===== src/rtl/decode_pkg.sv =====
// rtl/decode_pkg.sv - shared types and field positions for decode_stage_p
package decode_pkg;

    localparam int OPW      = 4;
    localparam int IR_W     = 16;
    localparam int OP_LSB   = 0;
    localparam int RD_LSB   = 4;
    localparam int RS1_LSB  = 8;
    localparam int RS2_LSB  = 12;
    localparam int XLEN_MAX = 64;
    localparam int RAW_MAX  = 4;

    typedef enum logic [1:0] {
        IMM_S4  = 2'd0,
        IMM_S8  = 2'd1,
        IMM_U8  = 2'd2,
        IMM_S12 = 2'd3
    } imm_op_e;

    // Fields sized for the widest build; narrower builds use the low bits.
    typedef struct packed {
        logic [XLEN_MAX-1:0] pc;
        logic [XLEN_MAX-1:0] a;
        logic [XLEN_MAX-1:0] b;
        logic [XLEN_MAX-1:0] imm;
        logic [RAW_MAX-1:0]  rd;
        logic [OPW-1:0]      op;
    } decode_bundle_t;

endpackage


===== src/rtl/regfile_2r1w.sv =====
// rtl/regfile_2r1w.sv - NREG x XLEN register file, two read ports, one write port, r0 reads zero
module regfile_2r1w #(
    parameter int XLEN = 16,
    parameter int NREG = 16,
    parameter int RAW  = 4
) (
    input  logic            clk,
    input  logic            rst,
    input  logic            we,
    input  logic [RAW-1:0]  waddr,
    input  logic [XLEN-1:0] wdata,
    input  logic [RAW-1:0]  raddr_a,
    output logic [XLEN-1:0] rdata_a,
    input  logic [RAW-1:0]  raddr_b,
    output logic [XLEN-1:0] rdata_b
);

    logic [XLEN-1:0] mem [NREG];

    always_ff @(posedge clk or posedge rst) begin
        if (rst) begin
            for (int i = 0; i < NREG; i++) begin
                mem[i] <= '0;
            end
        end else if (we && waddr != '0) begin
            mem[waddr] <= wdata;
        end
    end

    assign rdata_a = (raddr_a == '0) ? '0 : mem[raddr_a];
    assign rdata_b = (raddr_b == '0) ? '0 : mem[raddr_b];

endmodule


===== src/rtl/decode_stage_p.sv =====
// rtl/decode_stage_p.sv - handshaked decode stage with register file read; DECODE_BYPASS_EN enables writeback-to-decode bypass
module decode_stage_p
    import decode_pkg::*;
#(
    parameter int XLEN = 16,
    parameter int NREG = 16,
    parameter int RAW  = 4
) (
    input  logic            clk,
    input  logic            rst,
    input  logic            in_valid,
    output logic            in_ready,
    input  logic [15:0]     in_ir,
    input  logic [XLEN-1:0] in_pc,
    input  logic [1:0]      in_immop,
    input  logic            flush,
    input  logic            wb_en,
    input  logic [RAW-1:0]  wb_rd,
    input  logic [XLEN-1:0] wb_data,
    output logic            out_valid,
    input  logic            out_ready,
    output logic [XLEN-1:0] out_pc,
    output logic [XLEN-1:0] out_a,
    output logic [XLEN-1:0] out_b,
    output logic [XLEN-1:0] out_imm,
    output logic [RAW-1:0]  out_rd,
    output logic [OPW-1:0]  out_op
);

    if (RAW != $clog2(NREG)) begin : g_raw_chk
        $error("decode_stage_p: RAW must equal clog2(NREG)");
    end
    if (NREG < 2 || NREG > 16 || (NREG & (NREG - 1)) != 0) begin : g_nreg_chk
        $error("decode_stage_p: NREG must be a power of two in 2..16");
    end
    if (XLEN < 16 || XLEN > XLEN_MAX) begin : g_xlen_chk
        $error("decode_stage_p: XLEN out of range");
    end

    logic [RAW-1:0]  rs1, rs2, rd;
    logic [XLEN-1:0] rf_a, rf_b, opnd_a, opnd_b, imm;
    logic            accept;
    decode_bundle_t  bundle_d, bundle_q;
    logic            valid_q;

    assign rd  = in_ir[RD_LSB  +: RAW];
    assign rs1 = in_ir[RS1_LSB +: RAW];
    assign rs2 = in_ir[RS2_LSB +: RAW];

    regfile_2r1w #(.XLEN(XLEN), .NREG(NREG), .RAW(RAW)) u_rf (
        .clk     (clk),
        .rst     (rst),
        .we      (wb_en),
        .waddr   (wb_rd),
        .wdata   (wb_data),
        .raddr_a (rs1),
        .rdata_a (rf_a),
        .raddr_b (rs2),
        .rdata_b (rf_b)
    );

`ifdef DECODE_BYPASS_EN
    assign opnd_a = (wb_en && wb_rd == rs1 && rs1 != '0) ? wb_data : rf_a;
    assign opnd_b = (wb_en && wb_rd == rs2 && rs2 != '0) ? wb_data : rf_b;
`else
    // Same-cycle writeback is not visible here; upstream must insert a bubble.
    assign opnd_a = rf_a;
    assign opnd_b = rf_b;
`endif

    always_comb begin
        imm = '0;
        case (imm_op_e'(in_immop))
            IMM_S4:  imm = XLEN'($signed(in_ir[15:12]));
            IMM_S8:  imm = XLEN'($signed(in_ir[15:8]));
            IMM_U8:  imm = XLEN'({in_ir[15:8], 8'h00});
            IMM_S12: imm = XLEN'($signed(in_ir[15:4]));
            default: imm = '0;
        endcase
    end

    always_comb begin
        bundle_d     = '0;
        bundle_d.pc  = XLEN_MAX'(in_pc);
        bundle_d.a   = XLEN_MAX'(opnd_a);
        bundle_d.b   = XLEN_MAX'(opnd_b);
        bundle_d.imm = XLEN_MAX'(imm);
        bundle_d.rd  = RAW_MAX'(rd);
        bundle_d.op  = in_ir[OP_LSB +: OPW];
    end

    assign in_ready = !rst && (!valid_q || out_ready);
    assign accept   = in_valid && in_ready && !flush;

    always_ff @(posedge clk or posedge rst) begin
        if (rst) begin
            valid_q  <= 1'b0;
            bundle_q <= '0;
        end else if (flush) begin
            valid_q <= 1'b0;
        end else if (accept) begin
            valid_q  <= 1'b1;
            bundle_q <= bundle_d;
        end else if (out_ready && valid_q) begin
            valid_q <= 1'b0;
        end
    end

    assign out_valid = valid_q;
    assign out_pc    = bundle_q.pc[XLEN-1:0];
    assign out_a     = bundle_q.a[XLEN-1:0];
    assign out_b     = bundle_q.b[XLEN-1:0];
    assign out_imm   = bundle_q.imm[XLEN-1:0];
    assign out_rd    = bundle_q.rd[RAW-1:0];
    assign out_op    = bundle_q.op;

    logic unused_bundle_bits;
    assign unused_bundle_bits = ^bundle_q;

endmodule


===== config.mk =====
export PLATFORM = sky130hd
export DESIGN_NAME = decode_stage_p
export DESIGN_NICKNAME = d
export VERILOG_FILES = /design/src/rtl/decode_pkg.sv /design/src/rtl/regfile_2r1w.sv /design/src/rtl/decode_stage_p.sv
export SDC_FILE = /design/constraint.sdc
export NUM_CORES = 1
export LEC_CHECK = 0
export CAP_MARGIN = 20
export CORE_MARGIN = 4
export CORE_UTILIZATION = 45
export DETAILED_ROUTE_END_ITERATION = 10
export PLACE_DENSITY_LB_ADDON = 0.15
export SLEW_MARGIN = 25
export SYNTH_ARGS = -nofsm -noshare
export SYNTH_HDL_FRONTEND = slang
export SYNTH_SLANG_ARGS = --single-unit

===== constraint.sdc =====
create_clock -name clk -period 10.2 [get_ports clk]
set_input_delay 1.53 -clock clk [delete_from_list [all_inputs] [get_ports clk]]
set_output_delay 1.53 -clock clk [all_outputs]
set_load 0.02 [all_outputs]

layers.png
Scale bar: 50 microns.
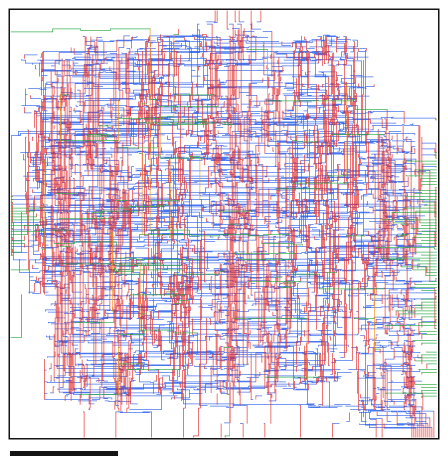
[red] M2 | wire length: 19800 microns
[orange] M4 | wire length: 742 microns
[green] M3 | wire length: 2190 microns
[blue] M1 | wire length: 20.0 mm

placed.png
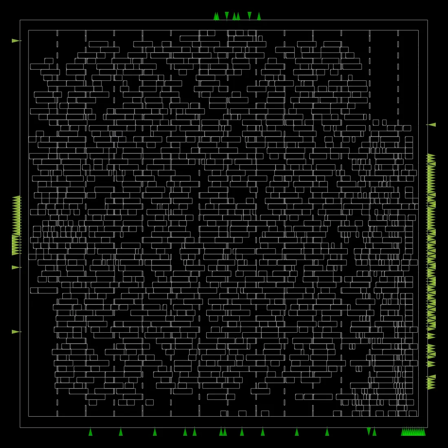
final design utilization: 53.6%
Rows: 69
Final Non-Filler Cells: 1674
layout filler cell count: 2995
flop share of the area: 43.2%

[placed cells by master (no fill, tap or decap), drive strengths merged, types with 13 or more instances in the layout]
master	n
buf	25
clkbuf	55
clkdlybuf4s50	127
dfrtp	329
mux2	247
mux2i	71
mux4	128
nand2	120
nor2	13
o221ai	32
[critical path: cells and delay by family]
kind / cells / cell delay, ns
buffers and inverters: 3 / 1.50
AND/OR/NAND/NOR: 1 / 0.32
[where the power goes]
| group | switching [mW] | internal [mW] |
|---|---|---|
| Clock | 0.531 | 0.816 |
| Combinational | 0.387 | 0.557 |
| Sequential | 0.208 | 1.60 |
[cells by family after synthesis]
group / count (synthesis) / synth area share [%]
buffers and inverters: 117 / 3.42
flip-flops: 329 / 50.6
multiplexers: 446 / 39.2
AND/OR/NAND/NOR: 158 / 4.11
AND-OR/OR-AND: 58 / 2.65
==> results_slide.txt <==
Physical Implementation Snapshot

Final timing
  • Crit share post-route: 48.0%
  • Fin crit period: between 4 and 5 ns
  • RSZ-0062 raised after global routing: no
  • Setup TNS: 0 ns
  • Endpoints failing setup: 0
  • Final hold slack: between 0.3 and 0.4 ns
  • Slew @ Worst Pin: between 1 and 1.5 ns
  • Final Hold Viols: 0

Clock tree
  • Clk_lat worst skew: ~0.52 ns
  • Sink Count: 329
  • Worst-path clk slew: about 0.060 ns
  • # hold bufs at CTS: 0
  • Max Buffers Root-to-Sink: 3
  • # resized after CTS: 0

Synthesis
  • Yosys top cell by instances: dfrtp_1
  • Top cells by count, synth: dfrtp_1 (329), mux2_2 (247), mux4_2 (128), nand2_1 (120), mux2i_1 (71)
  • Yosys warning tally: 0
  • Post-synth cell types: 30
  • Number of synthesized flops with an enable pin: 0
  • Syn Nets: ~1200
  • Post-synth area hogs: dfrtp_1 (51%), mux4_2 (18%), mux2_2 (17%)
  • Yosys stat chip area: between 0.015 and 0.02 sq mm
  • Synth Seq Share: about half

Hold path
  • Hold WC Path Type: reg2reg
  • Hold depth: 0

Die
  • Tapcell Cnt: approximately 460
  • Die Width: ~200 microns
  • Fp util: 45.7%
  • Die H: ~200 microns
  • Std-Cell Core Area: 0.0356 sq mm

Setup path
  • Setup crit end: in_ready
  • CP required: about 8.7 ns
  • CP peak stage delay: ~0.53 ns
  • Worst path slowest cell: clkdlybuf4s50_1
  • R2R setup slack: 7.43 ns
  • Worst flop-to-flop path startpoint: out_valid
  • Crit Path Max Fanout: 25
  • Arrival time of the worst setup path: about 3.4 ns
  • Reg2Reg Capture Point: out_a[11]

Status
  • Status: complete, no violations

GRT
  • Met2 usage: ~35%
  • Number of global-route vias before repair: 10400
  • Total congestion overflow: 0
  • M1 GR Usage: 33.4%
  • First-pass GRT wire length: about 66000 microns

Cells and area
  • Leading cell kind: flip-flops and latches
  • Fraction of area in multi-input gates: about two fifths
  • Non-clock buffer share: just under 8%
  • Non-clock inverters: 2
  • Largest Register: u_rf.mem
  • MI comb area: ~0.0075 sq mm
  • Non-clk bufs: between 150 and 200
  • FF+latch area: approximately 0.0082 sq mm
  • ANT cells: 1
  • Synth-to-layout area growth: 17.2%
  • Max FFs per register: between 200 and 300
  • Clock buffer cells: between 50 and 60

Placement
  • Final GP Congestion: just under 0.8
  • Worst slack, placed: ~5.1 ns
  • Buffers on Ports: ~130
  • Dpl cells: ~1600

Routing
  • Top Metal Used: met4
  • Total wire length: between 40000 and 50000 microns
  • WL met2: around 20000 microns

Power
  • PwrDens: around 210 mW/mm^2
  • Leak pwr: ~8.1 nW
  • Peak VDD IR: 0.145 mV

Run
  • Log Warnings: 28
Power is estimated from default activity; no workload was simulated.
